==> src/rtl/perceptron_trainer_if.sv <==
// Bundles the loader, run-control and perceptron forward/backward channels of
// the training sequencer. The trainer uses 'master'; host and perceptron use 'slave'.
interface perceptron_trainer_if #(
  parameter int ARGN      = 2,
  parameter int ARG_WIDTH = 8,
  parameter int RES_WIDTH = 8,
  parameter int ERR_WIDTH = 16,
  parameter int FBK_WIDTH = 16,
  parameter int SAMPLES   = 4
);
  localparam int IDX_WIDTH = $clog2(SAMPLES);

  logic                        ld_valid;
  logic                        ld_ready;
  logic [IDX_WIDTH-1:0]        ld_addr;
  logic [ARGN*ARG_WIDTH-1:0]   ld_arg;
  logic [RES_WIDTH-1:0]        ld_tgt;

  logic                        start;
  logic                        busy;
  logic                        done;
  logic [IDX_WIDTH:0]          mismatches;
  logic                        en;

  logic                        arg_valid;
  logic                        arg_ready;
  logic [ARGN*ARG_WIDTH-1:0]   arg_data;

  logic                        res_valid;
  logic                        res_ready;
  logic [RES_WIDTH-1:0]        res_data;

  logic                        err_valid;
  logic                        err_ready;
  logic [ERR_WIDTH-1:0]        err_data;

  logic                        fbk_valid;
  logic                        fbk_ready;
  logic [ARGN*FBK_WIDTH-1:0]   fbk_data;

  modport master (
    input  ld_valid, ld_addr, ld_arg, ld_tgt, start,
    input  arg_ready, res_valid, res_data, err_ready, fbk_valid, fbk_data,
    output ld_ready, busy, done, mismatches, en,
    output arg_valid, arg_data, res_ready, err_valid, err_data, fbk_ready
  );

  modport slave (
    output ld_valid, ld_addr, ld_arg, ld_tgt, start,
    output arg_ready, res_valid, res_data, err_ready, fbk_valid, fbk_data,
    input  ld_ready, busy, done, mismatches, en,
    input  arg_valid, arg_data, res_ready, err_valid, err_data, fbk_ready
  );
endinterface

==> src/rtl/perceptron_trainer.sv <==
// Training sequencer: runs EPOCHS learning passes over a loaded sample table
// through a perceptron, then one evaluation pass that counts result mismatches.
module perceptron_trainer #(
  parameter int ARGN      = 2,
  parameter int ARG_WIDTH = 8,
  parameter int RES_WIDTH = 8,
  parameter int ERR_WIDTH = 16,
  parameter int FBK_WIDTH = 16,
  parameter int SAMPLES   = 4,
  parameter int EPOCHS    = 10
) (
  input logic                 clk,
  input logic                 rst,
  perceptron_trainer_if.master bus
);
  localparam int IDX_WIDTH   = $clog2(SAMPLES);
  localparam int EPOCH_WIDTH = $clog2(EPOCHS) + 1;
  localparam int MIS_WIDTH   = IDX_WIDTH + 1;

  typedef enum logic [2:0] {
    IDLE, FWD, RES, BWD, FBK, EVAL_FWD, EVAL_RES, DONE
  } state_t;

  state_t state, state_next;

  logic [ARGN*ARG_WIDTH-1:0] tbl_arg [SAMPLES];
  logic [RES_WIDTH-1:0]      tbl_tgt [SAMPLES];

  logic [IDX_WIDTH-1:0]   idx;
  logic [EPOCH_WIDTH-1:0] epoch;
  logic [MIS_WIDTH-1:0]   mis_count;
  logic                   en_q;
  logic [ERR_WIDTH-1:0]   err_q;

  logic arg_valid_c, res_ready_c, err_valid_c, fbk_ready_c;
  logic busy_c, done_c, ld_ready_c;
  logic start_accept, res_fire, fbk_fire;
  logic last_sample, last_epoch;

  logic [RES_WIDTH-1:0]     tgt_cur;
  logic signed [RES_WIDTH:0] diff;

  assign tgt_cur     = tbl_tgt[idx];
  assign last_sample = (idx == IDX_WIDTH'(SAMPLES - 1));
  assign last_epoch  = (epoch == EPOCH_WIDTH'(EPOCHS - 1));
  assign diff        = $signed({1'b0, tgt_cur}) - $signed({1'b0, bus.res_data});

  assign start_accept = ((state == IDLE) || (state == DONE)) && bus.start;
  assign res_fire     = res_ready_c && bus.res_valid;
  assign fbk_fire     = fbk_ready_c && bus.fbk_valid;

  always_ff @(posedge clk or posedge rst) begin
    if (rst) state <= IDLE;
    else     state <= state_next;
  end

  always_comb begin
    state_next  = state;
    arg_valid_c = 1'b0;
    res_ready_c = 1'b0;
    err_valid_c = 1'b0;
    fbk_ready_c = 1'b0;
    busy_c      = 1'b1;
    done_c      = 1'b0;
    ld_ready_c  = 1'b0;
    case (state)
      IDLE: begin
        busy_c     = 1'b0;
        ld_ready_c = 1'b1;
        if (bus.start) state_next = FWD;
      end
      FWD: begin
        arg_valid_c = 1'b1;
        if (bus.arg_ready) state_next = RES;
      end
      RES: begin
        res_ready_c = 1'b1;
        if (bus.res_valid) state_next = BWD;
      end
      BWD: begin
        err_valid_c = 1'b1;
        if (bus.err_ready) state_next = FBK;
      end
      FBK: begin
        fbk_ready_c = 1'b1;
        if (bus.fbk_valid) state_next = (last_sample && last_epoch) ? EVAL_FWD : FWD;
      end
      EVAL_FWD: begin
        arg_valid_c = 1'b1;
        if (bus.arg_ready) state_next = EVAL_RES;
      end
      EVAL_RES: begin
        res_ready_c = 1'b1;
        if (bus.res_valid) state_next = last_sample ? DONE : EVAL_FWD;
      end
      DONE: begin
        busy_c     = 1'b0;
        done_c     = 1'b1;
        ld_ready_c = 1'b1;
        if (bus.start) state_next = FWD;
      end
      default: state_next = IDLE;
    endcase
  end

  // Sample table has no reset so a reset mid-run keeps the loaded training set.
  always_ff @(posedge clk) begin
    if (bus.ld_valid && ld_ready_c) begin
      tbl_arg[bus.ld_addr] <= bus.ld_arg;
      tbl_tgt[bus.ld_addr] <= bus.ld_tgt;
    end
  end

  always_ff @(posedge clk or posedge rst) begin
    if (rst) begin
      idx       <= '0;
      epoch     <= '0;
      mis_count <= '0;
      en_q      <= 1'b0;
      err_q     <= '0;
    end else begin
      if (start_accept) begin
        idx       <= '0;
        epoch     <= '0;
        mis_count <= '0;
        en_q      <= 1'b1;
      end
      if ((state == RES) && res_fire) err_q <= ERR_WIDTH'(diff);
      if ((state == FBK) && fbk_fire) begin
        idx <= idx + 1'b1;
        if (last_sample) begin
          epoch <= epoch + 1'b1;
          if (last_epoch) en_q <= 1'b0;
        end
      end
      // Evaluation stops on the last index so idx is not advanced past it.
      if ((state == EVAL_RES) && res_fire) begin
        if (bus.res_data != tgt_cur) mis_count <= mis_count + 1'b1;
        if (!last_sample) idx <= idx + 1'b1;
      end
    end
  end

  assign bus.ld_ready   = ld_ready_c;
  assign bus.busy       = busy_c;
  assign bus.done       = done_c;
  assign bus.mismatches = mis_count;
  assign bus.en         = en_q;
  assign bus.arg_valid  = arg_valid_c;
  assign bus.arg_data   = arg_valid_c ? tbl_arg[idx] : '0;
  assign bus.res_ready  = res_ready_c;
  assign bus.err_valid  = err_valid_c;
  assign bus.err_data   = err_q;
  assign bus.fbk_ready  = fbk_ready_c;
endmodule

==> src/flat_wrapper.sv <==
// flat-port wrapper written by rule: the top's interface ports become plain ports
module perceptron_trainer_flat 
#(
  parameter int ARGN      = 2,
  parameter int ARG_WIDTH = 8,
  parameter int RES_WIDTH = 8,
  parameter int ERR_WIDTH = 16,
  parameter int FBK_WIDTH = 16,
  parameter int SAMPLES   = 4,
  parameter int EPOCHS    = 10
)
  (clk, rst, bus_ld_valid, bus_ld_addr, bus_ld_arg, bus_ld_tgt, bus_start, bus_arg_ready, bus_res_valid, bus_res_data, bus_err_ready, bus_fbk_valid, bus_fbk_data, bus_ld_ready, bus_busy, bus_done, bus_mismatches, bus_en, bus_arg_valid, bus_arg_data, bus_res_ready, bus_err_valid, bus_err_data, bus_fbk_ready);
  perceptron_trainer_if #(.ARGN(ARGN), .ARG_WIDTH(ARG_WIDTH), .RES_WIDTH(RES_WIDTH), .ERR_WIDTH(ERR_WIDTH), .FBK_WIDTH(FBK_WIDTH), .SAMPLES(SAMPLES)) bus_i ();
  input logic clk;
  input logic rst;
  input wire logic [$bits(bus_i.ld_valid)-1:0] bus_ld_valid;
  input wire logic [$bits(bus_i.ld_addr)-1:0] bus_ld_addr;
  input wire logic [$bits(bus_i.ld_arg)-1:0] bus_ld_arg;
  input wire logic [$bits(bus_i.ld_tgt)-1:0] bus_ld_tgt;
  input wire logic [$bits(bus_i.start)-1:0] bus_start;
  input wire logic [$bits(bus_i.arg_ready)-1:0] bus_arg_ready;
  input wire logic [$bits(bus_i.res_valid)-1:0] bus_res_valid;
  input wire logic [$bits(bus_i.res_data)-1:0] bus_res_data;
  input wire logic [$bits(bus_i.err_ready)-1:0] bus_err_ready;
  input wire logic [$bits(bus_i.fbk_valid)-1:0] bus_fbk_valid;
  input wire logic [$bits(bus_i.fbk_data)-1:0] bus_fbk_data;
  output wire logic [$bits(bus_i.ld_ready)-1:0] bus_ld_ready;
  output wire logic [$bits(bus_i.busy)-1:0] bus_busy;
  output wire logic [$bits(bus_i.done)-1:0] bus_done;
  output wire logic [$bits(bus_i.mismatches)-1:0] bus_mismatches;
  output wire logic [$bits(bus_i.en)-1:0] bus_en;
  output wire logic [$bits(bus_i.arg_valid)-1:0] bus_arg_valid;
  output wire logic [$bits(bus_i.arg_data)-1:0] bus_arg_data;
  output wire logic [$bits(bus_i.res_ready)-1:0] bus_res_ready;
  output wire logic [$bits(bus_i.err_valid)-1:0] bus_err_valid;
  output wire logic [$bits(bus_i.err_data)-1:0] bus_err_data;
  output wire logic [$bits(bus_i.fbk_ready)-1:0] bus_fbk_ready;
  assign bus_i.ld_valid = bus_ld_valid;
  assign bus_i.ld_addr = bus_ld_addr;
  assign bus_i.ld_arg = bus_ld_arg;
  assign bus_i.ld_tgt = bus_ld_tgt;
  assign bus_i.start = bus_start;
  assign bus_i.arg_ready = bus_arg_ready;
  assign bus_i.res_valid = bus_res_valid;
  assign bus_i.res_data = bus_res_data;
  assign bus_i.err_ready = bus_err_ready;
  assign bus_i.fbk_valid = bus_fbk_valid;
  assign bus_i.fbk_data = bus_fbk_data;
  assign bus_ld_ready = bus_i.ld_ready;
  assign bus_busy = bus_i.busy;
  assign bus_done = bus_i.done;
  assign bus_mismatches = bus_i.mismatches;
  assign bus_en = bus_i.en;
  assign bus_arg_valid = bus_i.arg_valid;
  assign bus_arg_data = bus_i.arg_data;
  assign bus_res_ready = bus_i.res_ready;
  assign bus_err_valid = bus_i.err_valid;
  assign bus_err_data = bus_i.err_data;
  assign bus_fbk_ready = bus_i.fbk_ready;
  perceptron_trainer #(.ARGN(ARGN), .ARG_WIDTH(ARG_WIDTH), .RES_WIDTH(RES_WIDTH), .ERR_WIDTH(ERR_WIDTH), .FBK_WIDTH(FBK_WIDTH), .SAMPLES(SAMPLES), .EPOCHS(EPOCHS)) u_core (.clk(clk), .rst(rst), .bus(bus_i));
endmodule
==> config.mk <==
export PLATFORM = sky130hd
export DESIGN_NAME = perceptron_trainer_flat
export DESIGN_NICKNAME = d
export VERILOG_FILES = /design/src/rtl/perceptron_trainer_if.sv /design/src/rtl/perceptron_trainer.sv /design/src/flat_wrapper.sv
export SDC_FILE = /design/constraint.sdc
export NUM_CORES = 1
export LEC_CHECK = 0
export CAP_MARGIN = 15
export CORE_MARGIN = 4
export CORE_UTILIZATION = 45
export DETAILED_ROUTE_END_ITERATION = 16
export GPL_ROUTABILITY_DRIVEN = 0
export HOLD_SLACK_MARGIN = 0.15
export PLACE_DENSITY = 0.78
export SYNTH_ARGS = -nofsm -noshare
export SYNTH_HDL_FRONTEND = slang
export SYNTH_SLANG_ARGS = --single-unit
==> constraint.sdc <==
create_clock -name clk -period 10.3 [get_ports clk]
set_input_delay 2.06 -clock clk [delete_from_list [all_inputs] [get_ports clk]]
set_output_delay 2.06 -clock clk [all_outputs]
set_load 0.1 [all_outputs]
**Signal wires on met1**

Scale: 4 px per micron. Supply wires on this layer in grey.
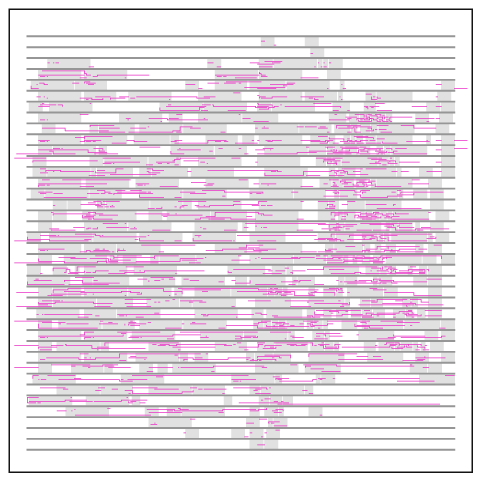
longest straight run = 40.5 microns
nets with wire on the layer = 404
share of all routed wire = 41%
main direction = horizontal
wire length on this layer = 4120 microns
total wire length: 10100 microns
grt met1 use: 19.7%

**Where the registers sit**

Scale: 4 px per micron. Other sequential cells in the stronger grey, the rest of the logic in the fainter grey.
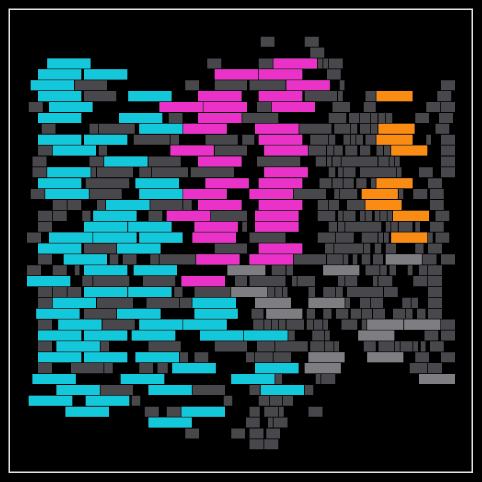
`u_core.tbl_tgt` -> magenta  # flops 32
`u_core.tbl_arg` -> cyan  # flops 64
`u_core.bus.err_data` -> orange  # flops 9
Core Util, Final: 60.9%
P_seq: 0.640 mW
storage element area: 3460 sq um
flop share of the area: 51.3%

==> flow_summary.json <==
{
  "met3_length_microns": 673,
  "hold_depth": 1,
  "crit_path_end": "bus_arg_data[9]",
  "drc": 0,
  "relSlewSlack_pct": 34.0,
  "first_iter_violations": 166,
  "leakagePower_nw": 2.41,
  "xor_area_share_pct": 0.844,
  "path_clk_slew_ps": 60,
  "ys_seq_share_pct": 66.7,
  "warning_count": 60,
  "chip_area_sq_um": 13300,
  "final_cell_count_no_fill": 566,
  "netlist_top_cells_area": "edfxtp_1 56%, dfrtp_1 11%, mux4_2 10%",
  "maxUsedRoutingLayer": "met4",
  "cts_htree_levels": 4,
  "grt_util_met2_pct": 27.8,
  "postCtsHoldBufs": 0,
  "period_minus_slack_ps": 5210,
  "syn_area_per_cell_sq_um": 16.0,
  "ctsResizeCount": 0,
  "hold_path_class": "register to register",
  "worstPathMaxFanout": 18,
  "logic_family": "multiplexers",
  "ys_area_sq_um": 5190,
  "yosys_cells": 325,
  "grt_start_max_net_pins": 28,
  "logic_area_sq_um": 1550,
  "die_w_microns": 115,
  "timing.rr.start": "u_core.idx[0]",
  "busiest_layer": "met2",
  "slowest_delay_ps": 1180,
  "cts_max_path_buffers": 2,
  "cts.sinks": 119,
  "top_area_cell": "edfxtp_1",
  "yosys.cell_types.count": 49,
  "setup_viol": 0,
  "tritoncts": "built",
  "area_delta_synth_final_pct": 29.9,
  "maxPowerGroup": "combinational cells",
  "syn_inst": 325,
  "path_depth": 3,
  "slowest_stage": "clkdlybuf4s50_1",
  "status": "completed",
  "drv_cap": 0,
  "synthArstFlopShare_pct": 19.3,
  "drt-vias-per-instance": 5.35,
  "swShare_pct": 44.3
}
**Routed metal, one colour a layer**

Scale: 4 px per micron. Only two layers are drawn.
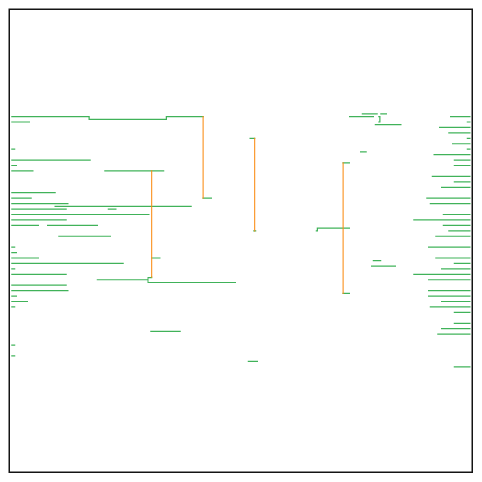
M4 -> orange  # wire length 103 microns
M3 -> green  # wire length 673 microns
Via Count: 3028
GRT Total Usage: 16.1%
DR WL/cell: 17.8 microns

-- Yosys cell counts, types with 3 or more instances --
cell type  instances
edfxtp_1          96
mux4_2            24
dfrtp_1           23
nand2_1           23
nor2b_1           18
inv_1             15
o21ai_0           14
ha_1              13
buf_4             10
a21oi_1            8
nand3_1            7
buf_2              6
nor3_1             5
mux2i_1            4
nand4_1            4
nor2_1             4
nor3b_1            4
o21a_1             4
xor2_1             3
-- stage by stage --
| step | cell area (sq um) | utilization (%) | hold WS (ps) | setup WS [ps] |
|---|---|---|---|---|
| 2_1_floorplan | 5190 | - | 446 | 5810 |
| 3_3_place_gp | 6120 | 55.3 | 460 | 5490 |
| 3_5_place_dp | 6120 | 55.3 | 467 | 5470 |
| 4_1_cts | 6740 | 60.9 | 483 | 5030 |
| 5_1_grt | 6740 | 60.9 | 504 | 4930 |
| 6_report | 6740 | 60.9 | 477 | 5090 |
-- cell type report --
class	count	share of cell area [%]
flip-flops and latches	119	51.3
multi-input cells	171	23.1
repair buffers	89	13.0
clock buffers	18	6.37
clock inverters	14	2.80
well taps	140	2.60
inverters	15	0.835
-- layout by cell type (no fill, tap or decap), types with 3 or more instances in the layout --
| cell type | instances |
|---|---|
| buf_4 | 5 |
| inv_1 | 15 |
| bufinv_16 | 3 |
| inv_6 | 4 |
| clkinv_4 | 3 |
| mux2i_1 | 4 |
| dfrtp_1 | 22 |
| nor3_1 | 4 |
| a21oi_1 | 8 |
| o21a_1 | 4 |
| nand3_1 | 7 |
| nand2_1 | 23 |
| mux4_2 | 24 |
| ha_1 | 13 |
| nand4_1 | 4 |
| nor2b_1 | 18 |
| clkbuf_16 | 17 |
| clkdlybuf4s50_1 | 84 |
| nor2_1 | 4 |
| xor2_1 | 3 |
| o21ai_0 | 14 |
| edfxtp_1 | 96 |
Power figures rest on the tool's default switching activity, not on a simulated workload.
